--- config.mk ---
export PLATFORM = sky130hd
export DESIGN_NAME = button_conditioner
export DESIGN_NICKNAME = d
export VERILOG_FILES = /design/src/rtl/button_conditioner_pkg.sv /design/src/rtl/button_debounce_channel.sv /design/src/rtl/button_conditioner.sv
export SDC_FILE = /design/constraint.sdc
export NUM_CORES = 1
export LEC_CHECK = 0
export ABC_AREA = 0
export CELL_PAD_IN_SITES_DETAIL_PLACEMENT = 2
export CELL_PAD_IN_SITES_GLOBAL_PLACEMENT = 2
export CORE_ASPECT_RATIO = 1.25
export CORE_MARGIN = 2
export CORE_UTILIZATION = 41
export CTS_CLUSTER_SIZE = 28
export DETAILED_ROUTE_END_ITERATION = 8
export GPL_TIMING_DRIVEN = 0
export PLACE_DENSITY = 0.84
export SYNTH_ARGS = -nofsm -noshare
export SYNTH_HDL_FRONTEND = slang
export SYNTH_HIERARCHICAL = 1
export SYNTH_SLANG_ARGS = --single-unit
--- constraint.sdc ---
create_clock -name clock -period 5.15 [get_ports clock]
set_clock_uncertainty 0.2 [all_clocks]
set_input_delay 0.7725 -clock clock [delete_from_list [all_inputs] [get_ports clock]]
set_output_delay 0.7725 -clock clock [all_outputs]
set_load 0.03 [all_outputs]
--- src/rtl/button_conditioner_pkg.sv ---
// Shared channel indices and per-channel state encoding for the button input path.
package button_conditioner_pkg;

  localparam int BTN_COUNT = 4;

  localparam int BTN_START = 0;
  localparam int BTN_STOP  = 1;
  localparam int BTN_RESET = 2;
  localparam int BTN_DEV   = 3;

  typedef enum logic [1:0] {
    S_LOW     = 2'd0,
    S_PEND_HI = 2'd1,
    S_HIGH    = 2'd2,
    S_PEND_LO = 2'd3
  } btn_state_e;

endpackage

--- src/rtl/button_debounce_channel.sv ---
// One button channel: 2-flop synchroniser, tick-based debounce FSM, long-press hold counter.
module button_debounce_channel
  import button_conditioner_pkg::*;
#(
  parameter int DEBOUNCE_MS   = 10,
  parameter int LONG_PRESS_MS = 2000,
  parameter int CNT_W         = 12
) (
  input  logic clk_i,
  input  logic rst_i,
  input  logic tick_i,
  input  logic raw_i,
  output logic level_o,
  output logic press_o,
  output logic release_o,
  output logic long_o
);

  localparam logic [CNT_W-1:0] ONE      = CNT_W'(1);
  localparam logic [CNT_W-1:0] DEB_LAST = CNT_W'(DEBOUNCE_MS - 1);
  localparam logic [CNT_W-1:0] LONG_MAX = CNT_W'(LONG_PRESS_MS);

  logic             meta_q, sync_q;
  btn_state_e       state_q;
  logic [CNT_W-1:0] dcnt_q, hcnt_q;
  logic             level_q, press_q, release_q, long_q;

  // A sync change always takes priority over a tick in the same clock.
  always_ff @(posedge clk_i) begin
    if (rst_i) begin
      meta_q    <= 1'b0;
      sync_q    <= 1'b0;
      state_q   <= S_LOW;
      dcnt_q    <= '0;
      hcnt_q    <= '0;
      level_q   <= 1'b0;
      press_q   <= 1'b0;
      release_q <= 1'b0;
      long_q    <= 1'b0;
    end else begin
      meta_q    <= raw_i;
      sync_q    <= meta_q;
      press_q   <= 1'b0;
      release_q <= 1'b0;
      long_q    <= 1'b0;
      unique case (state_q)
        S_LOW: begin
          if (sync_q) begin
            state_q <= S_PEND_HI;
            dcnt_q  <= '0;
          end
        end
        S_PEND_HI: begin
          if (!sync_q) begin
            state_q <= S_LOW;
            dcnt_q  <= '0;
          end else if (tick_i) begin
            if (dcnt_q == DEB_LAST) begin
              state_q <= S_HIGH;
              level_q <= 1'b1;
              press_q <= 1'b1;
              hcnt_q  <= '0;
              dcnt_q  <= '0;
            end else begin
              dcnt_q <= dcnt_q + ONE;
            end
          end
        end
        S_HIGH: begin
          if (!sync_q) begin
            state_q <= S_PEND_LO;
            dcnt_q  <= '0;
          end else if (tick_i && hcnt_q != LONG_MAX) begin
            // Saturating at LONG_MAX makes the equality fire only once per hold.
            hcnt_q <= hcnt_q + ONE;
            if (hcnt_q == LONG_MAX - ONE) long_q <= 1'b1;
          end
        end
        S_PEND_LO: begin
          if (sync_q) begin
            state_q <= S_HIGH;
            dcnt_q  <= '0;
          end else if (tick_i) begin
            if (dcnt_q == DEB_LAST) begin
              state_q   <= S_LOW;
              level_q   <= 1'b0;
              release_q <= 1'b1;
              hcnt_q    <= '0;
              dcnt_q    <= '0;
            end else begin
              dcnt_q <= dcnt_q + ONE;
            end
          end
        end
      endcase
    end
  end

  assign level_o   = level_q;
  assign press_o   = press_q;
  assign release_o = release_q;
  assign long_o    = long_q;

endmodule

--- src/rtl/button_conditioner.sv ---
// Debounces NUM_BUTTONS raw push-buttons into clean levels and single-clock events.
module button_conditioner
  import button_conditioner_pkg::*;
#(
  parameter int NUM_BUTTONS   = BTN_COUNT,
  parameter int DEBOUNCE_MS   = 10,
  parameter int LONG_PRESS_MS = 2000,
  parameter int CNT_W         = 12
) (
  input  logic                   clock,
  input  logic                   reset,
  input  logic                   rising_edge_1khz,
  input  logic [NUM_BUTTONS-1:0] buttons_raw,
  output logic [NUM_BUTTONS-1:0] buttons_level,
  output logic [NUM_BUTTONS-1:0] press_pulse,
  output logic [NUM_BUTTONS-1:0] release_pulse,
  output logic [NUM_BUTTONS-1:0] long_press_pulse
);

  for (genvar g = 0; g < NUM_BUTTONS; g++) begin : g_ch
    button_debounce_channel #(
      .DEBOUNCE_MS  (DEBOUNCE_MS),
      .LONG_PRESS_MS(LONG_PRESS_MS),
      .CNT_W        (CNT_W)
    ) u_ch (
      .clk_i    (clock),
      .rst_i    (reset),
      .tick_i   (rising_edge_1khz),
      .raw_i    (buttons_raw[g]),
      .level_o  (buttons_level[g]),
      .press_o  (press_pulse[g]),
      .release_o(release_pulse[g]),
      .long_o   (long_press_pulse[g])
    );
  end

endmodule
Clock routing:
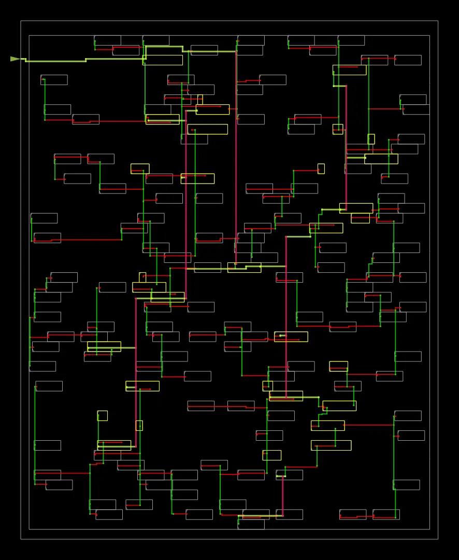
P_clk: 1270 uW
Worst-Skew Late Latency: 0.42 ns
number of buffers created by CTS: 17
FFs & Latches: 128

Sizing map:
Bar = 20 um.
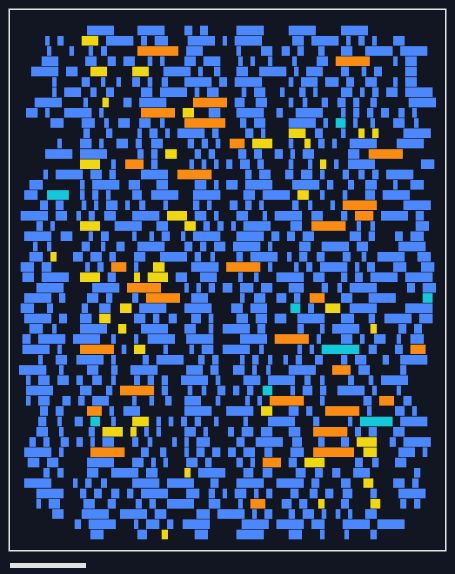
x2 -> yellow  # cells 40, most used buf_2
x1 and smaller -> blue  # cells 697, most used dfxtp_1
x3 and x4 -> cyan  # cells 8, most used clkinvlp_4
x6 and larger -> orange  # cells 31, most used clkbuf_16
non-clock buffer total of the final layout: 46
Layout area overhead: 16.86%
Finished Cell Area: 0.007381 mm2
Worst Slack Setup Final: 1.643 ns

==> COMMIT_EDITMSG <==
Store results of the implementation flow

- Yosys stat cell total: slightly above 700
* Met3 GRT Util: 0.03693
- Buf/Inv on CP: 1
* Core Util at FP: 0.4207
* Top metal layer carrying routed signals: met4
* Yosys warning total: 6
* Detailed-route via count: roughly 5600
- Number of global-route vias before repair: 6373
- Launching point of the worst reg2reg path: g_ch[3].u_ch/dcnt_q[0]
* Number of fillers in the final layout: 1631
- Critical R2R Capture: g_ch[3].u_ch/dcnt_q[4]
- Period utilisation layout: 0.6810
- Entering global routing, the biggest net connects 23 pins.
- Proportion of total power due to net switching: 0.2192
- The synthesized design contains 0 enable-type register cells.
- STA lists the maximum fanout along the critical path as 22.
- Number of placed I/O pins: 23
- Derived from the worst setup path, the maximum achievable clock frequency is around 0.29 GHz.
- Ys flop type: dfxtp_1
- Non-clock buffer area fraction after layout: 0.05153
* Cell area after placement: 0.006764 mm2
* Setup crit start kind: input port
* Share of the synthesized netlist area taken by xor and xnor gates: 0.09033
- Yosys-reported design area after synthesis: approximately 0.0063 mm2
- Area fraction in mux cells: 0.003170
- Net Count, Synth: around 750
- Among the non-sequential cells, simple AND/OR/NAND/NOR gates take the most area.
- Summed over all nets, the switching power comes to 512.2 uW.
* Count of final max-slew check failures: 0
- Setup-violating endpoint count in the final report: 0
- The power report lists cell-internal power as around 1800 uW.
- Total of flip-flops plus latches after synthesis: 128
- In this run the core area contains ~50 standard-cell rows.
- Summed over all instances, the cell type with the most area after synthesis is dfxtp_1.
- RePlAce Congestion: 0.7966
* Total power divided by cell area: ~320 mW/mm2
- The routed layout reports a DRC error count of 0.
- Chip width: between 100 and 150 um
* Number of design-rule violations left by the first detailed-router iteration: roughly 190
* OpenROAD warning count: 34
* Core region area: ~0.015 mm2
- For met1 alone, demand over resource in global routing was 0.2778.
- The startpoint identified for the worst hold timing path is g_ch[3].u_ch/meta_q.
* Path type of the worst setup path: input port to register
- The first global-routing pass estimated about 32 mm of wire.
* Syn avg cell area: 8.748 um2
- STA shows the worst reg2reg path with a cell count of 5.
- The number of cells on the worst hold path is listed as 1.
* Detailed placer's ending HPWL: ~13 mm
- Once placement completed, the tool counted placed cells totaling 926.
* Number of antenna diodes: 0
- Following the worst setup path forward leads to its endpoint at g_ch[3].u_ch/dcnt_q[4].
- Detailed routing placed a total of between 300 and 400 um of wire on met3.
- Count of endpoints failing hold in the final timing report: 0
* Maximum cell stage delay along the critical path: about 1.1 ns
- The clock passes through at most 2 buffers.
- The flow ran to the end, and the final reports show no timing, DRC or antenna violations.
* Sequential portion of the cell area: 0.3472
* Area fraction in full adders, half adders and majority gates: 0.03170
* Clk network pwr share: 0.543
- Worst slack at placement: 1.275 ns
- Synth Instances: ~720
- TritonCTS built the clock tree.
- Total gr overflow: 0
* TritonRoute pass-1 iters: 4
* HP Class: register to register
- Of all power groups, the one with the highest power is the clock network.
- Detailed-route vias per instance: a little under 6
* IO buf count: 22
- Flop pwr share: 0.428
- Share of the core filled with cells: 0.4916
- Start point of the critical path: rising_edge_1khz
- Final Power: 2336 uW
- The slowest stage of the critical path is the clkdlybuf4s50_1 cell.
- After clock tree synthesis, the repair step resized 0 gates.
- Max-Cap Viols: 0
* Most popular library cell in the synthesized design by count: dfxtp_1
- Among all cell classes, the greatest summed area belongs to multi-input combinational cells.
* Post-route met1 wirelength: around 8 mm
- Routing resource usage on met2 recorded by global route was 0.4672.
- Sequential cell area: between 0.002 and 0.003 mm2
- Top Layout Cells: dfxtp_1, nor2_1, nand2_1
- Share of cell area taken by multi-input logic gates: 0.4716
- Post-CTS Hold Buffers: 0
- Before any placement, the netlist area is recorded as between 0.006 and 0.007 mm2.
- By area the synthesized netlist is led by dfxtp_1, xor2_1, nor2_1.
* Area fraction of clock buffers and clock inverters: 0.08357
* Nets: 786
- The root buffer cell chosen for the clock tree is clkbuf_16.
- For the pin with the worst max-slew slack, the measured transition is 1.078 ns.
- RSZ-0062 raised after global routing: false
- Per the layout area report, the combinational gate area comes to 0.003481 mm2.
- Simple-Gate Fraction of Synth Area: 0.3088
* All-layer global routing usage: 0.2472
- Number of unique standard cell types used by synthesis: around 63
No activity file was given, so power comes from the tool's default toggle rates.
